### src/rtl/mux_rr_scheduler_pkg.sv
// Shared definitions for the round-robin mux scheduler: state encoding,
// requester count and select width.
package mux_rr_scheduler_pkg;

  localparam int N_REQ  = 4;
  localparam int ADDR_W = 2;

  typedef enum logic [1:0] {
    ST_IDLE = 2'd0,
    ST_BUSY = 2'd1,
    ST_GAP  = 2'd2
  } state_t;

  function automatic logic [N_REQ-1:0] onehot(input logic [ADDR_W-1:0] idx);
    return N_REQ'(1) << idx;
  endfunction

endpackage

### src/rtl/mux_rr_scheduler_rr_priority_pick.sv
// Combinational round-robin pick: rotate requests so Last+1 sits at bit 0,
// priority-encode the lowest set bit, then rotate the index back.
module rr_priority_pick
  import mux_rr_scheduler_pkg::*;
(
  input  logic [N_REQ-1:0]  Req,
  input  logic [ADDR_W-1:0] Last,
  output logic [ADDR_W-1:0] Pick,
  output logic              Any
);

  logic [ADDR_W-1:0] start;
  logic [N_REQ-1:0]  rot;
  logic [ADDR_W-1:0] offs;

  always_comb begin
    start = Last + ADDR_W'(1);
    rot   = '0;
    offs  = '0;
    for (int j = 0; j < N_REQ; j++) begin
      rot[j] = Req[start + ADDR_W'(j)];
    end
    // Descending scan so the lowest rotated position wins.
    for (int j = N_REQ - 1; j >= 0; j--) begin
      if (rot[j]) offs = ADDR_W'(j);
    end
    Pick = start + offs;
    Any  = |Req;
  end

endmodule

### src/rtl/mux_rr_scheduler.sv
// Round-robin scheduler driving the select of a shared 4:1 mux: bounded
// bursts per requester, an idle gap between bursts, all outputs registered.
module mux_rr_scheduler
  import mux_rr_scheduler_pkg::*;
#(
  parameter int MAX_HOLD   = 8,
  parameter int GAP_CYCLES = 1,
  parameter int CNT_W      = 4
) (
  input  logic              Clk,
  input  logic              Reset_n,
  input  logic              Enable,
  input  logic [N_REQ-1:0]  Req,
  output logic [N_REQ-1:0]  Grant,
  output logic [ADDR_W-1:0] Address,
  output logic              Valid
);

  state_t            state, state_d;
  logic [CNT_W-1:0]  cnt, cnt_d;
  logic [ADDR_W-1:0] last, last_d;
  logic [N_REQ-1:0]  grant_d;
  logic [ADDR_W-1:0] addr_d;
  logic              valid_d;

  logic [ADDR_W-1:0] pick;
  logic              any;
  logic              start_grant;
  logic              end_grant;
  logic              gap_done;

  rr_priority_pick u_pick (
    .Req  (Req),
    .Last (last),
    .Pick (pick),
    .Any  (any)
  );

  // The last gap cycle arbitrates directly, so GAP_CYCLES is the exact
  // number of dead cycles between consecutive grants.
  always_comb begin
    gap_done    = (state == ST_GAP) && (cnt == CNT_W'(GAP_CYCLES));
    start_grant = ((state == ST_IDLE) || gap_done) && Enable && any;
    end_grant   = (state == ST_BUSY) &&
                  (!Req[Address] || (cnt == CNT_W'(MAX_HOLD)));
  end

  always_ff @(posedge Clk or negedge Reset_n) begin
    if (!Reset_n) begin
      state   <= ST_IDLE;
      cnt     <= '0;
      last    <= ADDR_W'(N_REQ - 1);
      Grant   <= '0;
      Address <= '0;
      Valid   <= 1'b0;
    end else begin
      state   <= state_d;
      cnt     <= cnt_d;
      last    <= last_d;
      Grant   <= grant_d;
      Address <= addr_d;
      Valid   <= valid_d;
    end
  end

  always_comb begin
    state_d = state;
    unique case (state)
      ST_IDLE: if (start_grant) state_d = ST_BUSY;
      ST_BUSY: if (end_grant)   state_d = (GAP_CYCLES > 0) ? ST_GAP : ST_IDLE;
      ST_GAP:  if (gap_done)    state_d = start_grant ? ST_BUSY : ST_IDLE;
      default:                  state_d = ST_IDLE;
    endcase
  end

  always_comb begin
    cnt_d   = cnt;
    last_d  = last;
    grant_d = Grant;
    addr_d  = Address;
    valid_d = Valid;
    if (start_grant) begin
      grant_d = onehot(pick);
      addr_d  = pick;
      valid_d = 1'b1;
      cnt_d   = CNT_W'(1);
    end else if (end_grant) begin
      grant_d = '0;
      valid_d = 1'b0;
      last_d  = Address;
      cnt_d   = CNT_W'(1);
    end else if (state == ST_BUSY || (state == ST_GAP && !gap_done)) begin
      cnt_d = cnt + CNT_W'(1);
    end
  end

endmodule

### config.mk
export PLATFORM = sky130hd
export DESIGN_NAME = mux_rr_scheduler
export DESIGN_NICKNAME = d
export VERILOG_FILES = /design/src/rtl/mux_rr_scheduler_pkg.sv /design/src/rtl/mux_rr_scheduler_rr_priority_pick.sv /design/src/rtl/mux_rr_scheduler.sv
export SDC_FILE = /design/constraint.sdc
export NUM_CORES = 1
export LEC_CHECK = 0
export CAP_MARGIN = 5
export CORE_UTILIZATION = 30
export CTS_CLUSTER_DIAMETER = 100
export DETAILED_ROUTE_END_ITERATION = 10
export PLACE_DENSITY_LB_ADDON = 0.25
export SLEW_MARGIN = 40
export SYNTH_ARGS = -nofsm -noshare
export SYNTH_HDL_FRONTEND = slang
export SYNTH_SLANG_ARGS = --single-unit
### constraint.sdc
create_clock -name Clk -period 4.53 [get_ports Clk]
set_input_delay 0.6795 -clock Clk [delete_from_list [all_inputs] [get_ports Clk]]
set_output_delay 0.6795 -clock Clk [all_outputs]
set_load 0.005 [all_outputs]
Fig. 1: run 1, metal 2
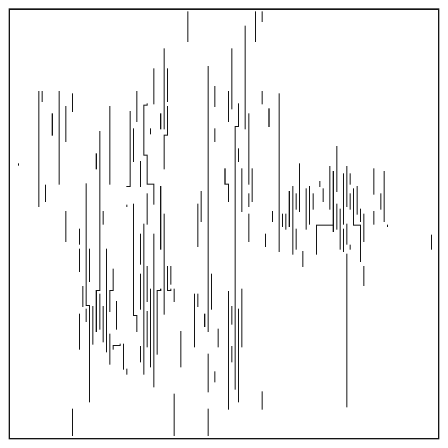
nets with wire on the layer = 92
main direction = vertical
longest straight run = 36.0 um
met2 usage in global routing: 16.6%
total via count after detailed routing: 662
wirelength, routed: 1770 um

Fig. 2: run 1, sizing map
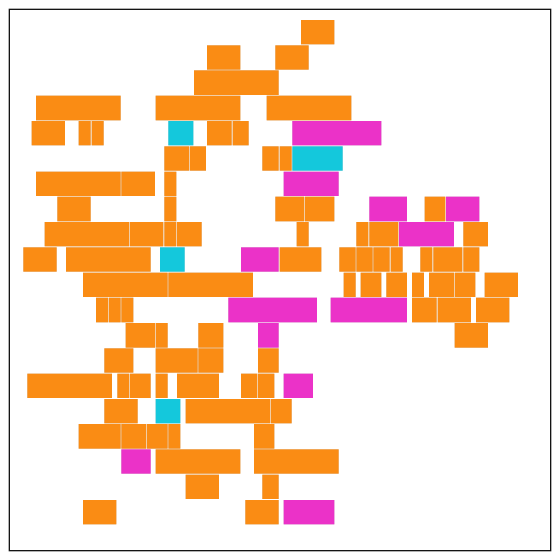
_0 and _1 cells -> orange  # cells 86
_3 and _4 cells -> cyan  # cells 4
_2 cells -> magenta  # cells 12

==> reports/qor.csv, run 1 <==
metric;value;unit
placedCellCount;142;
synth_seq_share;39.9;%
startpoint;Req[1];
bufAreaShareNonClock;11.8;%
final-hold-violation-count;0;
sw_frac_of_total;39.5;%
worst_setup_path_start_kind;input port;
io_pins;14;
path_clk_slew;80;ps
crit_path_max_incr_delay;650;ps
total_gr_overflow;0;
area_share_clock_buf_inv;2.38;%
h_tree_depth;1;
yosysMostFrequentCell;sky130_fd_sc_hd__dfrtp_1;
fin_total_pwr;0.000700;W
top_area_cell;sky130_fd_sc_hd__dfrtp_1;
placement.io_buffers;13;
cts.hold.buffers_added;0;
synth-seq-cells;15;
layout.cells.non_filler;146;
finalCriticalPeriod;2750;ps
pwr.group.sequential;0.000257;W
cts.sinks;15;
ant_nets;0;
timing.hold.worst_path_depth;2;
drcViolationCount;0;
grt_util_met3;1.79;%
first_global_vias;652;
layout.non_clock_inverters;6;
cts_buffers;3;
die-width;58.2;um
synth_compound_gate_area_share;15.1;%
finalCritPeriodShare;60.8;%
path_class;in -> reg;
detailed_route_iter0_violations;30;
final_cell_mix;sky130_fd_sc_hd__dfrtp_1, sky130_fd_sc_hd__clkdlybuf4s50_1, sky130_fd_sc_hd__nor2_1;
timing.hold.worst.start;Valid;
timing.reg2reg.worst_path_depth;10;
stdcell_area;1100;um2
finalSetupTns;0;ps
critical_path_cell_count;11;
crit_path_end;Grant[0];
layout.core_utilization;36.5;%
yosys_area;946;um2
timing_worst_slew_pin_value;666;ps
n_tap_cell;44;
floorplan.nets;101;
finalSetupViolCount;0;
static-leakage-power;0.471;nW
final_weighted_congestion_in_routability_driven_placement;0.784;
p_switching;0.000276;W
floorplanUtilization;31.2;%
slack_of_the_worst_reg_to_reg_path;2420;ps
rsz0062_at_grt;false;
drt-pass1-iter-count;4;
synth_simple_gate_area_share;20.0;%
route.layer.met1.wl;889;um
critPathMaxFanout;9;
design.core.area;3030;um2
biggestRegsByFlops;Grant (4), cnt (4);
met3_wirelength;52;um
clockBufferCount;4;
internal_power;0.000424;W
insertion_delay;280;ps
post_synth_most_frequent_cells;sky130_fd_sc_hd__dfrtp_1, sky130_fd_sc_hd__nor2_1, sky130_fd_sc_hd__inv_1, sky130_fd_sc_hd__nand2_1;
flop_pwr_share;36.7;%
finalNetCount;114;
powerClk;0.0000749;W
power.density_cell_area;634;nW/um2
number_of_warnings_in_the_stage_logs;28;
final.setup_skew;9.13;ps
maximum_number_of_pins_on_one_net_before_global_route_repair;16;
grt.met1_usage;17.3;%
grt_antenna_before_repair;0;
yosys_cell_count;90;
area.share.sequential;34.2;%
cp.required;4700;ps
area_growth_syn_to_layout;16.8;%
logic_family;simple AND/OR/NAND/NOR gates;
terminating_pin_of_the_worst_hold_path;Valid;
run_status;complete, no violations;
globalRoute.busiestLayer;met1;
clockRootBuffer;sky130_fd_sc_hd__clkbuf_4;
dominantRegCellSynth;sky130_fd_sc_hd__dfrtp_1;
adder_and_majority_cell_fraction_of_the_synthesized_area;5.29;%
async_flop_share;100;%
fp.dieH;58.2;um
Fig. 3: run 1, placed cells, one color a class
The bar under the picture is 20 um long. Fill, decap, tap and diode cells in gray.
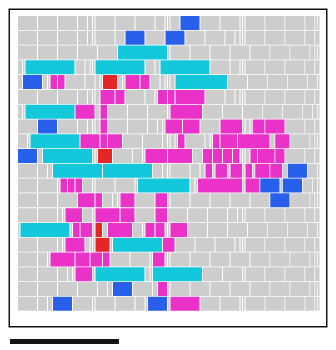
clock drivers and dummy loads -> red  # cells 4
remaining buffers and delay cells -> blue  # cells 13
sequential cells -> cyan  # cells 15
combinational and other logic -> magenta  # cells 70

==> inputs of run 2 (changes only) <==
==> constraint.sdc (replaced) <==
create_clock -name Clk -period 2.5 [get_ports Clk]
set_input_delay 0.375 -clock Clk [delete_from_list [all_inputs] [get_ports Clk]]
set_output_delay 0.375 -clock Clk [all_outputs]
set_load 0.005 [all_outputs]
==> run 2 against run 1 <==
Routed wire length rose by 0.40%. First-iteration DRC count is 40% lower. Global-route usage down 0.21 points. Clock-buffer cell count fell by 1. Design area rose by 3.5%. Largest cell class unchanged.
==> reports/qor.csv, run 2 <==
metric;value;unit
run_status;complete, no violations;
yosys_cell_count;90;
wl;1780;um
ant_nets;0;
finalCriticalPeriod;2230;ps
grt.met1_usage;16.3;%
static-leakage-power;0.498;nW
critPathMaxFanout;5;
grt_util_met3;2.23;%
number_of_warnings_in_the_stage_logs;28;
finalCritPeriodShare;89.3;%
crit_path_end;Grant[0];
placedCellCount;147;
biggestRegsByFlops;Grant (4), cnt (4);
pwr.group.sequential;0.000459;W
cp.required;2680;ps
met3_wirelength;69;um
slack_of_the_worst_reg_to_reg_path;360;ps
clockRootBuffer;sky130_fd_sc_hd__clkbuf_4;
drt-pass1-iter-count;4;
drcViolationCount;0;
cts.hold.buffers_added;0;
placement.io_buffers;13;
route.layer.met1.wl;920;um
design.core.area;3030;um2
path_clk_slew;90;ps
detailed_route_iter0_violations;18;
n_tap_cell;44;
p_switching;0.000512;W
bufAreaShareNonClock;14.7;%
dominantRegCellSynth;sky130_fd_sc_hd__dfrtp_1;
area_growth_syn_to_layout;20.9;%
yosys_area;946;um2
fin_total_pwr;0.00128;W
io_pins;14;
path_class;in -> reg;
Fig. 4: run 2, gate-type map
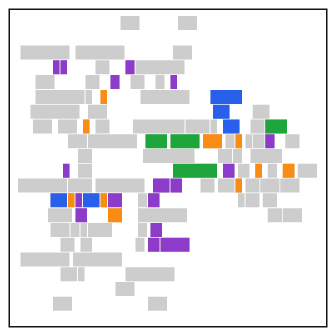
xor and xnor cells -> blue  # cells 5
nand cells -> purple  # cells 17
mux cells -> green  # cells 4, where middle
nor cells -> orange  # cells 10
count of non-filler cells in the finished layout: 151
logic share of the area: 43.1%

Fig. 5: run 2, clock wiring as the flow saved it
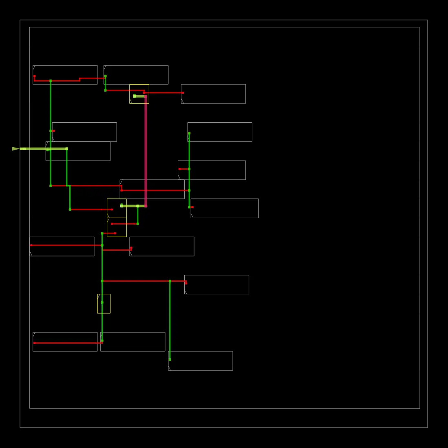
count of sequential standard cells: 15
clock tree skew after final layout: 2.91 ps
Num CTS Buffers: 3
clock latency at the later pin of the worst-skew pair: 280 ps
clock group total power: 0.000139 W

==> inputs of run 3 (changes only) <==
==> constraint.sdc (replaced) <==
create_clock -name Clk -period 2.5 [get_ports Clk]
set_input_delay 0.5 -clock Clk [delete_from_list [all_inputs] [get_ports Clk]]
set_output_delay 0.5 -clock Clk [all_outputs]
set_load 0.005 [all_outputs]
==> run 3 against run 2 <==
Setup slack worse by 95 ps. Worst hold slack better by 10 ps. Combinational power grew 6.6%. Routed wire length increased by 5.7%. Highest routed layer unchanged. Clock-buffer cell count unchanged. Non-clock buffer count up 3. Via count grew 2.8%. Clock power is essentially flat. Die size unchanged. Clock skew up 5.8 ps.
==> reports/qor.csv, run 3 <==
metric;value;unit
run_status;complete, no violations;
async_flop_share;100;%
crit_path_end;Grant[0];
internal_power;0.000808;W
route.layer.met1.wl;900;um
wl;1880;um
vdd_ir_drop_max;0.466;mV
insertion_delay;290;ps
layout.sequential_cells;15;
layout.core_utilization;39.1;%
fmax;430;MHz
yosys_area;946;um2
static-leakage-power;0.523;nW
terminating_pin_of_the_worst_hold_path;Valid;
comb_area_share;43.1;%
cts_buffers;3;
yosys_cell_count;90;
p_switching;0.000530;W
drcViolationCount;0;
h_tree_depth;1;
n_tap_cell;44;
top_area_cell;sky130_fd_sc_hd__dfrtp_1;
design.core.area;3030;um2
synth_compound_gate_area_share;15.1;%
floorplanUtilization;31.2;%
grt_antenna_before_repair;0;
clockRootBuffer;sky130_fd_sc_hd__clkbuf_4;
fin_total_pwr;0.00134;W
power.density_cell_area;1130;nW/um2
synth_seq_share;39.9;%
worstPathBufferInverterCount;1;
groute.layer.met2.usage;21.3;%
area.share.sequential;31.9;%
timing.hold.worst_path_depth;2;
crit_path_max_incr_delay;470;ps
synth_simple_gate_area_share;20.0;%
final-hold-violation-count;0;
floorplan.nets;101;
total_gr_overflow;0;
globalRoute.busiestLayer;met2;
number_of_warnings_in_the_stage_logs;28;
finalCriticalPeriod;2330;ps
startpoint;Req[1];
final_cell_mix;sky130_fd_sc_hd__dfrtp_1, sky130_fd_sc_hd__clkdlybuf4s50_1, sky130_fd_sc_hd__buf_4;
worst_setup_path_start_kind;input port;
area_share_clock_buf_inv;2.33;%
slack_of_the_worst_reg_to_reg_path;340;ps
maximum_number_of_pins_on_one_net_before_global_route_repair;16;
critical_path_cell_count;11;
logic_family;simple AND/OR/NAND/NOR gates;
drt-pass1-iter-count;4;
pwr.group.sequential;0.000468;W
biggestRegsByFlops;Grant (4), cnt (4);
first_global_vias;740;
met3_wirelength;62;um
critPathMaxFanout;5;
finalNetCount;122;
post_synth_most_frequent_cells;sky130_fd_sc_hd__dfrtp_1, sky130_fd_sc_hd__nor2_1, sky130_fd_sc_hd__inv_1, sky130_fd_sc_hd__nand2_1;
yosysMostFrequentCell;sky130_fd_sc_hd__dfrtp_1;
synth-seq-cells;15;
die-width;58.2;um
final_weighted_congestion_in_routability_driven_placement;0.690;
fp.dieH;58.2;um
layout.cells.non_filler;154;
cp.required;2670;ps
path_class;in -> reg;
adder_and_majority_cell_fraction_of_the_synthesized_area;5.29;%
finalSetupTns;0;ps
path_clk_slew;90;ps
grt.met1_usage;16.3;%
finalCritPeriodShare;93.1;%
clockBufferCount;3;
layout.non_clock_inverters;6;
flop_pwr_share;34.9;%
bufAreaShareNonClock;16.1;%
route.vias.total;708;
detailed_route_iter0_violations;11;
grt_util_met3;2.68;%
Fig. 6: run 3, sizing map
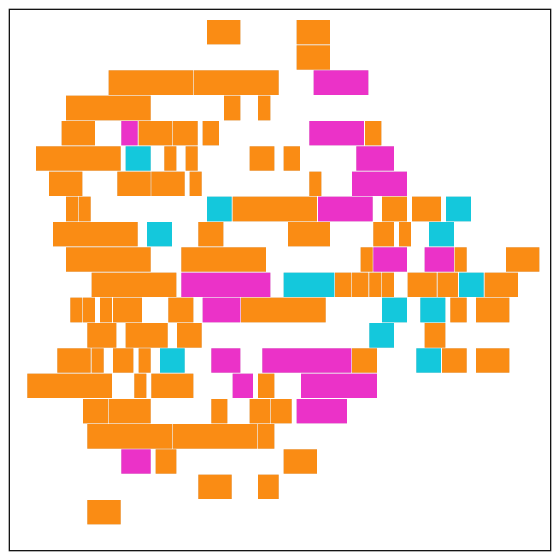
_3 and _4 cells -> cyan  # cells 12
_2 cells -> magenta  # cells 16
_0 and _1 cells -> orange  # cells 82
worst-case setup margin in the final layout: 172 ps
Final Instance Area: 1180 um2
Non-clock buffers: 21
Area Growth Syn to Fin: 25.1%

Fig. 7: run 3, clock wiring as the flow saved it
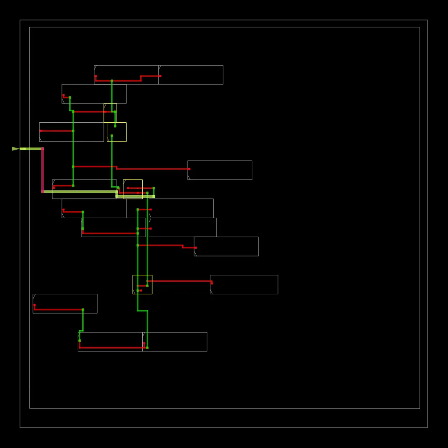
clock tree skew after final layout: 8.72 ps
Num Clock Sinks: 15
clock group total power: 0.000141 W

Power is estimated from default activity; no workload was simulated.
